[src/rtl/multdiv_pkg.sv]
// -----------------------------------------------------------------------------
// multdiv_pkg
//   Shared definitions for the multiply/divide sequencer:
//     - request opcodes presented by the control unit (OP_*)
//     - engine control codes carried on eng_ctrl (ENG_*)
//     - sequencer state encoding (state_t)
// -----------------------------------------------------------------------------
package multdiv_pkg;

  // Control-unit opcodes; code 7 is reserved and behaves like OP_NOP.
  localparam logic [2:0] OP_NOP  = 3'd0;
  localparam logic [2:0] OP_MULT = 3'd1;
  localparam logic [2:0] OP_DIV  = 3'd2;
  localparam logic [2:0] OP_MFHI = 3'd3;
  localparam logic [2:0] OP_MFLO = 3'd4;
  localparam logic [2:0] OP_MTHI = 3'd5;
  localparam logic [2:0] OP_MTLO = 3'd6;

  // Engine control codes. ENG_IDLE also tells the engine to drop any
  // result it might still deliver for an abandoned operation.
  localparam logic [1:0] ENG_IDLE = 2'b00;
  localparam logic [1:0] ENG_MULT = 2'b01;
  localparam logic [1:0] ENG_DIV  = 2'b10;

  typedef enum logic [1:0] {
    IDLE  = 2'd0,
    ISSUE = 2'd1,
    WAIT  = 2'd2
  } state_t;

endpackage

[src/rtl/multdiv_watchdog.sv]
// -----------------------------------------------------------------------------
// multdiv_watchdog
//   Cycle counter that guards the engine handshake.
//   Ports:
//     clk, reset : clock, synchronous active-high reset
//     clear      : force the count to zero (operation being launched)
//     enable     : count this cycle (waiting, no engine result yet)
//     expired    : high in the cycle the count sits at TIMEOUT-1 while enabled;
//                  the sequencer registers it into its timeout pulse
//   The count saturates at TIMEOUT-1 instead of wrapping.
// -----------------------------------------------------------------------------
module multdiv_watchdog #(
  parameter int TIMEOUT = 40
) (
  input  logic clk,
  input  logic reset,
  input  logic clear,
  input  logic enable,
  output logic expired
);

  localparam int CW = $clog2(TIMEOUT) + 1;
  localparam logic [CW-1:0] LIMIT = CW'(TIMEOUT - 1);

  logic [CW-1:0] count;

  // NOTE: sequential state is updated with non-blocking assignments only, so
  // every flop samples pre-edge values regardless of block evaluation order.
  always_ff @(posedge clk) begin
    if (reset || clear) begin
      count <= '0;
    end else if (enable && (count != LIMIT)) begin
      count <= count + CW'(1);
    end
  end

  assign expired = enable && (count == LIMIT);

endmodule

[src/rtl/multdiv_sequencer.sv]
// -----------------------------------------------------------------------------
// multdiv_sequencer
//   Initiator side of the iterative multiply/divide engine. Accepts HI/LO-class
//   requests, launches the engine with a start/done handshake, owns the
//   architectural Hi/Lo registers and serves MFHI/MFLO/MTHI/MTLO locally.
//   Ports:
//     clk, reset              : clock, synchronous active-high reset
//     req_valid/op/a/b        : request from the control unit
//     req_ready               : request can be accepted this cycle
//     busy                    : MULT/DIV in flight, stalls the control unit
//     rd_valid, rd_data       : one-cycle MFHI/MFLO result
//     hi, lo                  : architectural Hi/Lo registers
//     op_done                 : one-cycle pulse when MULT/DIV commits
//     div_zero, timeout       : one-cycle exception pulses
//     eng_start/ctrl/a/b      : launch pulse, op code and operands to engine
//     eng_done/hi/lo/divzero  : engine result handshake
// -----------------------------------------------------------------------------
module multdiv_sequencer
  import multdiv_pkg::*;
#(
  parameter int WIDTH   = 32,
  parameter int TIMEOUT = 40
) (
  input  logic             clk,
  input  logic             reset,
  input  logic             req_valid,
  input  logic [2:0]       req_op,
  input  logic [WIDTH-1:0] req_a,
  input  logic [WIDTH-1:0] req_b,
  output logic             req_ready,
  output logic             busy,
  output logic             rd_valid,
  output logic [WIDTH-1:0] rd_data,
  output logic [WIDTH-1:0] hi,
  output logic [WIDTH-1:0] lo,
  output logic             op_done,
  output logic             div_zero,
  output logic             timeout,
  output logic             eng_start,
  output logic [1:0]       eng_ctrl,
  output logic [WIDTH-1:0] eng_a,
  output logic [WIDTH-1:0] eng_b,
  input  logic             eng_done,
  input  logic [WIDTH-1:0] eng_hi,
  input  logic [WIDTH-1:0] eng_lo,
  input  logic             eng_divzero
);

  state_t state;
  logic   wd_expired;

  assign req_ready = (state == IDLE) && !reset;
  assign busy      = (state != IDLE);

  // The watchdog restarts while the launch pulse is out and counts only WAIT
  // cycles without a result, so a done on the final cycle still wins.
  multdiv_watchdog #(
    .TIMEOUT (TIMEOUT)
  ) u_watchdog (
    .clk     (clk),
    .reset   (reset),
    .clear   (state == ISSUE),
    .enable  ((state == WAIT) && !eng_done),
    .expired (wd_expired)
  );

  always_ff @(posedge clk) begin
    if (reset) begin
      // NOTE: hi/lo are architectural state and are cleared on reset, as are
      // the engine-facing registers so an aborted operation cannot linger.
      state     <= IDLE;
      hi        <= '0;
      lo        <= '0;
      rd_data   <= '0;
      rd_valid  <= 1'b0;
      op_done   <= 1'b0;
      div_zero  <= 1'b0;
      timeout   <= 1'b0;
      eng_start <= 1'b0;
      eng_ctrl  <= ENG_IDLE;
      eng_a     <= '0;
      eng_b     <= '0;
    end else begin
      // Pulse outputs default low; each branch raises the one it owns.
      rd_valid  <= 1'b0;
      op_done   <= 1'b0;
      div_zero  <= 1'b0;
      timeout   <= 1'b0;
      eng_start <= 1'b0;

      case (state)
        IDLE: begin
          if (req_valid) begin
            case (req_op)
              OP_MFHI: begin
                rd_data  <= hi;
                rd_valid <= 1'b1;
              end
              OP_MFLO: begin
                rd_data  <= lo;
                rd_valid <= 1'b1;
              end
              OP_MTHI: hi <= req_a;
              OP_MTLO: lo <= req_a;
              OP_MULT: begin
                eng_a     <= req_a;
                eng_b     <= req_b;
                eng_ctrl  <= ENG_MULT;
                eng_start <= 1'b1;
                state     <= ISSUE;
              end
              OP_DIV: begin
                // A zero divisor is trapped here; the engine never sees it.
                if (req_b == '0) begin
                  div_zero <= 1'b1;
                end else begin
                  eng_a     <= req_a;
                  eng_b     <= req_b;
                  eng_ctrl  <= ENG_DIV;
                  eng_start <= 1'b1;
                  state     <= ISSUE;
                end
              end
              default: ; // NOP and reserved code
            endcase
          end
        end

        // eng_start is high for this cycle only; eng_done is ignored here.
        ISSUE: state <= WAIT;

        WAIT: begin
          if (eng_done) begin
            if (eng_divzero) begin
              div_zero <= 1'b1;
            end else begin
              hi      <= eng_hi;
              lo      <= eng_lo;
              op_done <= 1'b1;
            end
            eng_ctrl <= ENG_IDLE;
            state    <= IDLE;
          end else if (wd_expired) begin
            timeout  <= 1'b1;
            eng_ctrl <= ENG_IDLE;
            state    <= IDLE;
          end
        end

        default: state <= IDLE;
      endcase
    end
  end

endmodule

[config.mk]
export PLATFORM = sky130hd
export DESIGN_NAME = multdiv_sequencer
export DESIGN_NICKNAME = d
export VERILOG_FILES = /design/src/rtl/multdiv_pkg.sv /design/src/rtl/multdiv_watchdog.sv /design/src/rtl/multdiv_sequencer.sv
export SDC_FILE = /design/constraint.sdc
export NUM_CORES = 1
export LEC_CHECK = 0
export ABC_AREA = 1
export CORE_MARGIN = 2
export CORE_UTILIZATION = 41
export CTS_BUF_LIST = sky130_fd_sc_hd__clkbuf_4
export CTS_CLUSTER_DIAMETER = 100
export CTS_CLUSTER_SIZE = 20
export DETAILED_ROUTE_END_ITERATION = 16
export MAX_ROUTING_LAYER = met4
export PLACE_DENSITY = 0.79
export SYNTH_ARGS = -nofsm -noshare
export SYNTH_HDL_FRONTEND = slang
export SYNTH_HIERARCHICAL = 1
export SYNTH_SLANG_ARGS = --single-unit
[constraint.sdc]
create_clock -name clk -period 1.5 [get_ports clk]
set_input_delay 0.3 -clock clk [delete_from_list [all_inputs] [get_ports clk]]
set_output_delay 0.3 -clock clk [all_outputs]
set_load 0.005 [all_outputs]
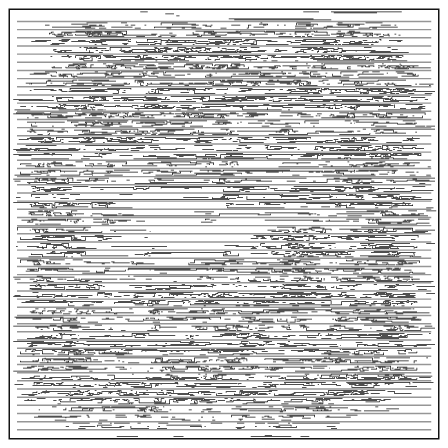
**Above:** run 1 (M1 wires).
Supply wires on this layer in gray.
longest straight run = 51.1 um
nets with wire on the layer = 1556
share of all routed wire = 37%

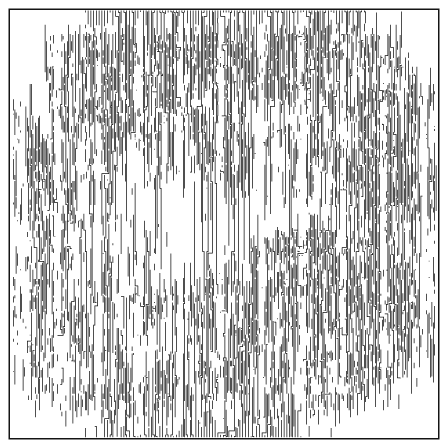
**Above:** run 1 (the metal 2 layer).
main direction = vertical
longest straight run = 51.0 um
share of all routed wire = 49%

==> qor.csv, run 1 <==
metric,value,unit
htree_levels,4,
holdCritPathClass,in -> reg,
n_clock_buffer,18,
ys_ff,176,
ys_cells,1147,
setup_viol,162,
ys_sh_aoi,18.6,%
area_delta_synth_final,86.3,%
end_kind,flop,
status,"finished, violations left",
overflow,0,
yosysWarnings,6,
slew_violations,0,
synth-seq-area-share,44.8,%
internal-power,0.00749,W
core,18800,um^2
seqCellArea,3740,um^2
cap_violations,0,
globalplace.congestion,0.942,
failed_checks,negative setup slack,
final_cells,1827,
worst_slack,-0.257,ns
cpPeakStageDelay,0.37,ns
ys_sh_xor,0.111,%
worst_pin_slew,0.391,ns
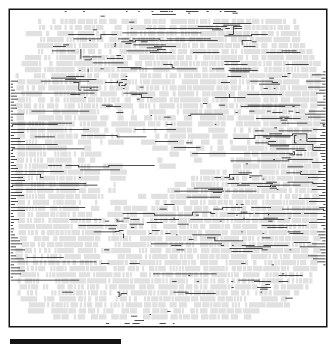
**Above:** run 1 (M3 wires).
Scale bar: 50 um.
share of all routed wire = 8.0%
main direction = horizontal

## run 1: repair_timing
| item | CTS | global route |
|---|---|---|
| setup buffers | 54 | 43 |
| gates resized | 669 | 333 |
| pin swaps | 29 | 112 |
| gates cloned | 14 | 23 |
| endpoints found under the setup margin | 268 | 269 |
## run 1: Yosys cell counts
cell / instances
a211oi_1: 32
a21oi_1: 102
a31oi_1: 32
buf_1: 10
buf_2: 31
buf_6: 3
clkbuf_1: 40
clkinv_1: 1
dfxtp_1: 176
ha_1: 1
inv_1: 115
inv_2: 5
nand2_1: 227
nand2_2: 1
nand3_1: 77
nand3_2: 4
nand4_1: 4
nor2_1: 174
nor2_2: 6
nor2_4: 2
nor3_1: 1
nor4_1: 1
o21ai_0: 92
o21ai_1: 8
o21ai_2: 1
xor2_1: 1
## run 1: power groups by stage
stage	Clock [W]	Sequential (W)	Combinational (W)
final	0.00289	0.00512	0.00286
after CTS	0.00287	0.00510	0.00232
after global routing	0.00310	0.00514	0.00304
after floorplan	0	0.00517	0.000772
after detailed placement	0	0.00517	0.00206
after global placement	0	0.00516	0.00203
## run 1: routing by layer
metal | vias to the layer above | part of all wire (%) | global-route usage, %
li1 | 4579 | - | -
met1 | 4694 | 37 | 36.2
met2 | 586 | 49 | 50.6
met3 | 152 | 7.9 | 6.16
met4 | 0 | 5.9 | 14.6
met5 | - | 0 | -
## run 1: path summary, 6_finish.rpt
path | start | end | slack (ns)
max reg2reg | state[0]$_SDFFE_PP0P_ | hi[0]$_SDFFE_PP0P_ | -0.26
min reg2reg | eng_b[4]$_SDFFE_PP0P_ | eng_b[4]$_SDFFE_PP0P_ | 0.48
min | eng_hi[10] | hi[10]$_SDFFE_PP0P_ | 0.25
max | state[0]$_SDFFE_PP0P_ | hi[0]$_SDFFE_PP0P_ | -0.26
**Run 1: signal wires on met4**

Supply wires on this layer in gray.
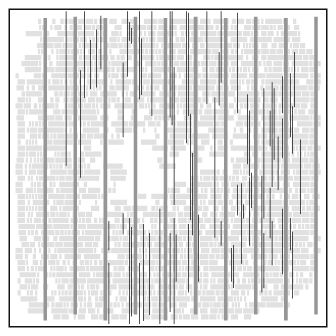

--- run 2 (diff from run 1) ---
Settings changed: SYNTH_HIERARCHICAL 1 to not set.
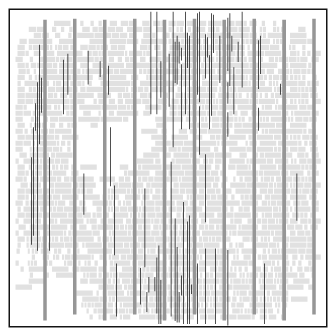
**Above:** run 2 (signal wires on met4).
Supply wires on this layer in gray.
share of all routed wire = 5.2%
longest straight run = 76.2 um
wire length on this layer = 1970 um
DRT Wirelength: 37900 um
via count: 10400

==> qor.csv, run 2 <==
metric,value,unit,change
ys_cells,1085,,-5.4%
async_flop_share,0,%,unchanged
synthTopCellsByArea,"dfxtp_1 44%, nand3_1 12%, nand2_1 7.7%",,
hold_ws,0.344,ns,
r2r_start,state[0]$_SDFFE_PP0P_,,
top_cell,nand3_1,,
avgSynthCellArea,7.35,um^2,
grt_pass1_vias,9224,,
postSynthCellCount,1085,,
slew_violations,0,,unchanged
logic_area,4740,um^2,
crit_slowest_cell,dfxtp_4,,
synth.top_cells.by_count,"194 x nand3_1, 176 x dfxtp_1, 164 x nand2_1, 110 x nor2_1, 86 x inv_1",,
worst_slack,-0.229,ns,+0.0283 ns
holdCritPathClass,in -> reg,,
failed_checks,negative setup slack,,
n_clock_buffer,17,,-1
end_kind,flop,,
status,"finished, violations left",,
largestClassByArea,non-clock buffers,,
overflow,0,,unchanged
internal-power,0.00765,W,+2.2%
ys_ff,176,,unchanged
crit_path_max_fanout,8,,
p_seq_share,46.3,%,
worstPathRequired,1.98,ns,
worst_pin_slew,0.365,ns,-0.0259 ns
yosysWarnings,0,,-6
setup_viol,163,,+0.62%
cap_violations,0,,unchanged
globalplace.congestion,0.927,,-1.6%
synth-seq-area-share,44.2,%,-0.58 points
endpoint,lo[16]$_SDFFE_PP0P_,,
r2r_end,lo[16]$_SDFFE_PP0P_,,
htree_levels,4,,unchanged
netSwitchingFraction,31.0,%,
comb_area_share,32.4,%,
r2r_slack,-0.23,ns,+0.03 ns
wl_per_cell,20.8,um,
core,18900,um^2,+0.67%
cts_root_buf,clkbuf_4,,
cpPeakStageDelay,0.40,ns,+0.03 ns
worstHoldStart,eng_divzero,,
edf_count,0,,unchanged
area_delta_synth_final,83.7,%,
seqCellArea,3730,um^2,about the same
hold_end,op_done$_SDFF_PP0_,,
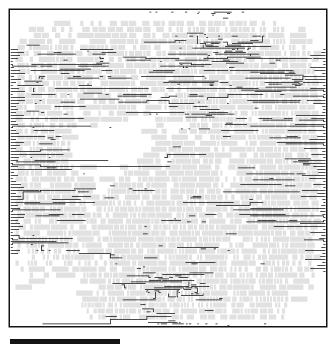
**Above:** run 2 (M3 wires).
Scale bar: 50 um.
share of all routed wire = 9.2%
longest straight run = 58.7 um
wire length on this layer = 3480 um

[run 2: netlist changes by cell type after synthesis, sizes merged, moves of 24 or more]
cell    delta
a211oi    -24
inv       -26
nand2     -61
nand3    +113
nor2      -70
o211a     +56
o21ai     -58
[run 2: stage by stage]
stage	util [%]	std cells	total power (W)	setup TNS (ns)	area, um^2
2_1_floorplan	-	1085	0.00599	0	7970
3_3_place_gp	62.8	1648	0.00729	-66.50	11900
3_5_place_dp	62.8	1648	0.00732	-71.75	11900
4_1_cts	72.1	1774	0.0105	-8.45	13600
5_1_grt	77.5	1822	0.0115	-28.24	14600
6_report	77.5	1822	0.0111	-18.93	14600
[run 2: what timing repair did]
action | 4_1_cts | 5_1_grt
cloned | 16 | 21
setup buffers | 80 | 40
setup endpoints to repair | 261 | 305
resized | 591 | 396
pin swaps | 11 | 96
[run 2: power by group through the flow]
stage / sequential, W / clock, W / combinational (W)
6_report: 0.00513 / 0.00304 / 0.00292
5_1_grt: 0.00515 / 0.00324 / 0.00307
4_1_cts: 0.00511 / 0.00302 / 0.00242
3_5_place_dp: 0.00519 / 0 / 0.00214
3_3_place_gp: 0.00519 / 0 / 0.00211
2_1_floorplan: 0.00518 / 0 / 0.000803
[run 2: layer usage]
metal | wire length (um) | vias up | track usage (%)
met3 | 3480 | 156 | 6.80
met4 | 1970 | 0 | 14.8
li1 | - | 4629 | -
met2 | 18500 | 651 | 52.0
met5 | 0 | - | -
met1 | 14000 | 4934 | 37.4
[run 2: cell families (layout without fill, tap and decap cells)]
family	Yosys count	after routing	share of synthesized area, %
compound gates	214	214	17.7
other cells	0	1	0
flops	176	176	44.2
fa+ha+maj	1	1	0.157
xor+xnor	2	2	0.220
simple gates	506	506	28.0
buf+inv	186	662	9.70
**Run 2: clock wiring as the flow saved it**

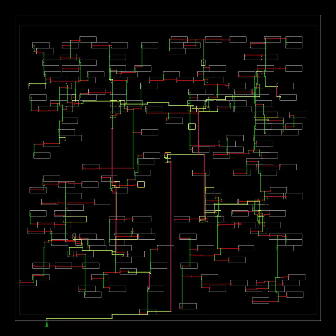

--- run 3 (diff from run 2) ---
Settings changed: CTS_CLUSTER_SIZE 20 to not set, PLACE_DENSITY 0.79 to 0.86.
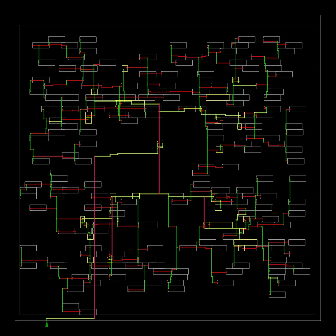
**Above:** run 3 (clock wiring as the flow saved it).
TritonCTS Buffers: 17
layout sequential cell count: 176

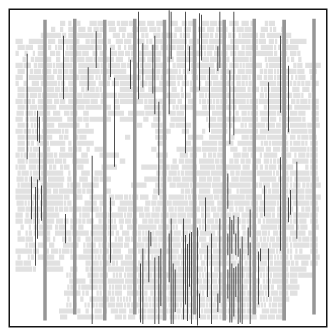
**Above:** run 3 (signal wires on met4).
Supply wires on this layer in gray.
wire length on this layer = 2190 um
nets with wire on the layer = 77

==> qor.csv, run 3 <==
metric,value,unit,change
vias,10500,,+1.7%
r2r_end,lo[9]$_SDFFE_PP0P_,,
globalplace.congestion,0.926,,about the same
top_cell,nand3_1,,
total_power,0.0112,W,+0.73%
failed_checks,negative setup slack,,
worstHoldStart,eng_divzero,,
synthTopCellsByArea,"dfxtp_1 44%, nand3_1 12%, nand2_1 7.7%",,
routed_wl,38000,um,+0.23%
status,"finished, violations left",,
ys_ff,176,,unchanged
overflow,0,,unchanged
cpPeakStageDelay,0.39,ns,about the same
worstPathRequired,1.97,ns,about the same
async_flop_share,0,%,unchanged
final_cells,1817,,-0.27%
hold_end,op_done$_SDFF_PP0_,,
setup_viol,170,,+4.3%
synth-seq-area-share,44.2,%,unchanged
logic_area,4630,um^2,-2.2%
worst_slack,-0.286,ns,-0.0576 ns
crit_path_max_fanout,8,,unchanged
grt_pass1_vias,9511,,+3.1%
endpoint,lo[9]$_SDFFE_PP0P_,,
worst_pin_slew,0.475,ns,+0.111 ns
routed.top_layer,met4,,
postSynthCellCount,1085,,unchanged
run 3: cell counts after synthesis:
Identical to the previous run, type by type.
run 3: worst max-delay path: cells and delay by family (launching register included):
kind / cells / cell delay [ns]
buffers and inverters: 6 / 0.67
and+or+nand+nor: 5 / 0.40
DFF: 1 / 0.39
AOI/OAI and AO/OA: 1 / 0.21
run 3: metrics by stage:
step / setup slack, ns / TNS [ns] / cell area [um^2]
3_5_place_dp: -0.542 / -78.66 / 11800
6_report: -0.286 / -33.08 / 14800
5_1_grt: -0.395 / -45.51 / 14800
2_1_floorplan: 0.0251 / 0 / 7970
4_1_cts: -0.254 / -15.40 / 13400
3_3_place_gp: -0.572 / -79.20 / 11800
run 3: report_power, final:
part / switching [W] / internal [W] / total (W)
registers: 0.000171 / 0.00496 / 0.00513
logic: 0.00140 / 0.00153 / 0.00293
clock network: 0.00176 / 0.00134 / 0.00310
run 3: cells by family after synthesis:
| group | share of synthesized area (%) |
|---|---|
| adder cells (fa/ha/maj) | 0.157 |
| AND-OR/OR-AND | 17.7 |
| flip-flops | 44.2 |
| AND/OR/NAND/NOR | 28.0 |
| buffers and inverters | 9.70 |
| XOR/XNOR | 0.220 |
run 3: layout make-up:
class / instances / area share, %
multi-input cells: 723 / 31.4
clock inverters: 13 / 1.26
well taps: 260 / 2.20
repair buffers: 532 / 36.2
clock buffers: 18 / 0.916
flip-flops and latches: 176 / 25.4
inverters: 94 / 2.59
diodes: 1 / 0.0170
run 3: routing by layer:
layer	vias up	track usage, %
li1	4621	-
met1	5068	36.1
met2	678	53.0
met3	175	7.06
met4	0	15.9
met5	-	-
run 3: what timing repair did:
action / 4_1_cts / 5_1_grt
pin swaps: 16 / 92
buffers inserted: 74 / 47
hold buffers: 0 / 0
gates cloned: 10 / 18
resized: 558 / 356
endpoints found under the setup margin: 238 / 291
No activity file was given, so power comes from the tool's default toggle rates.
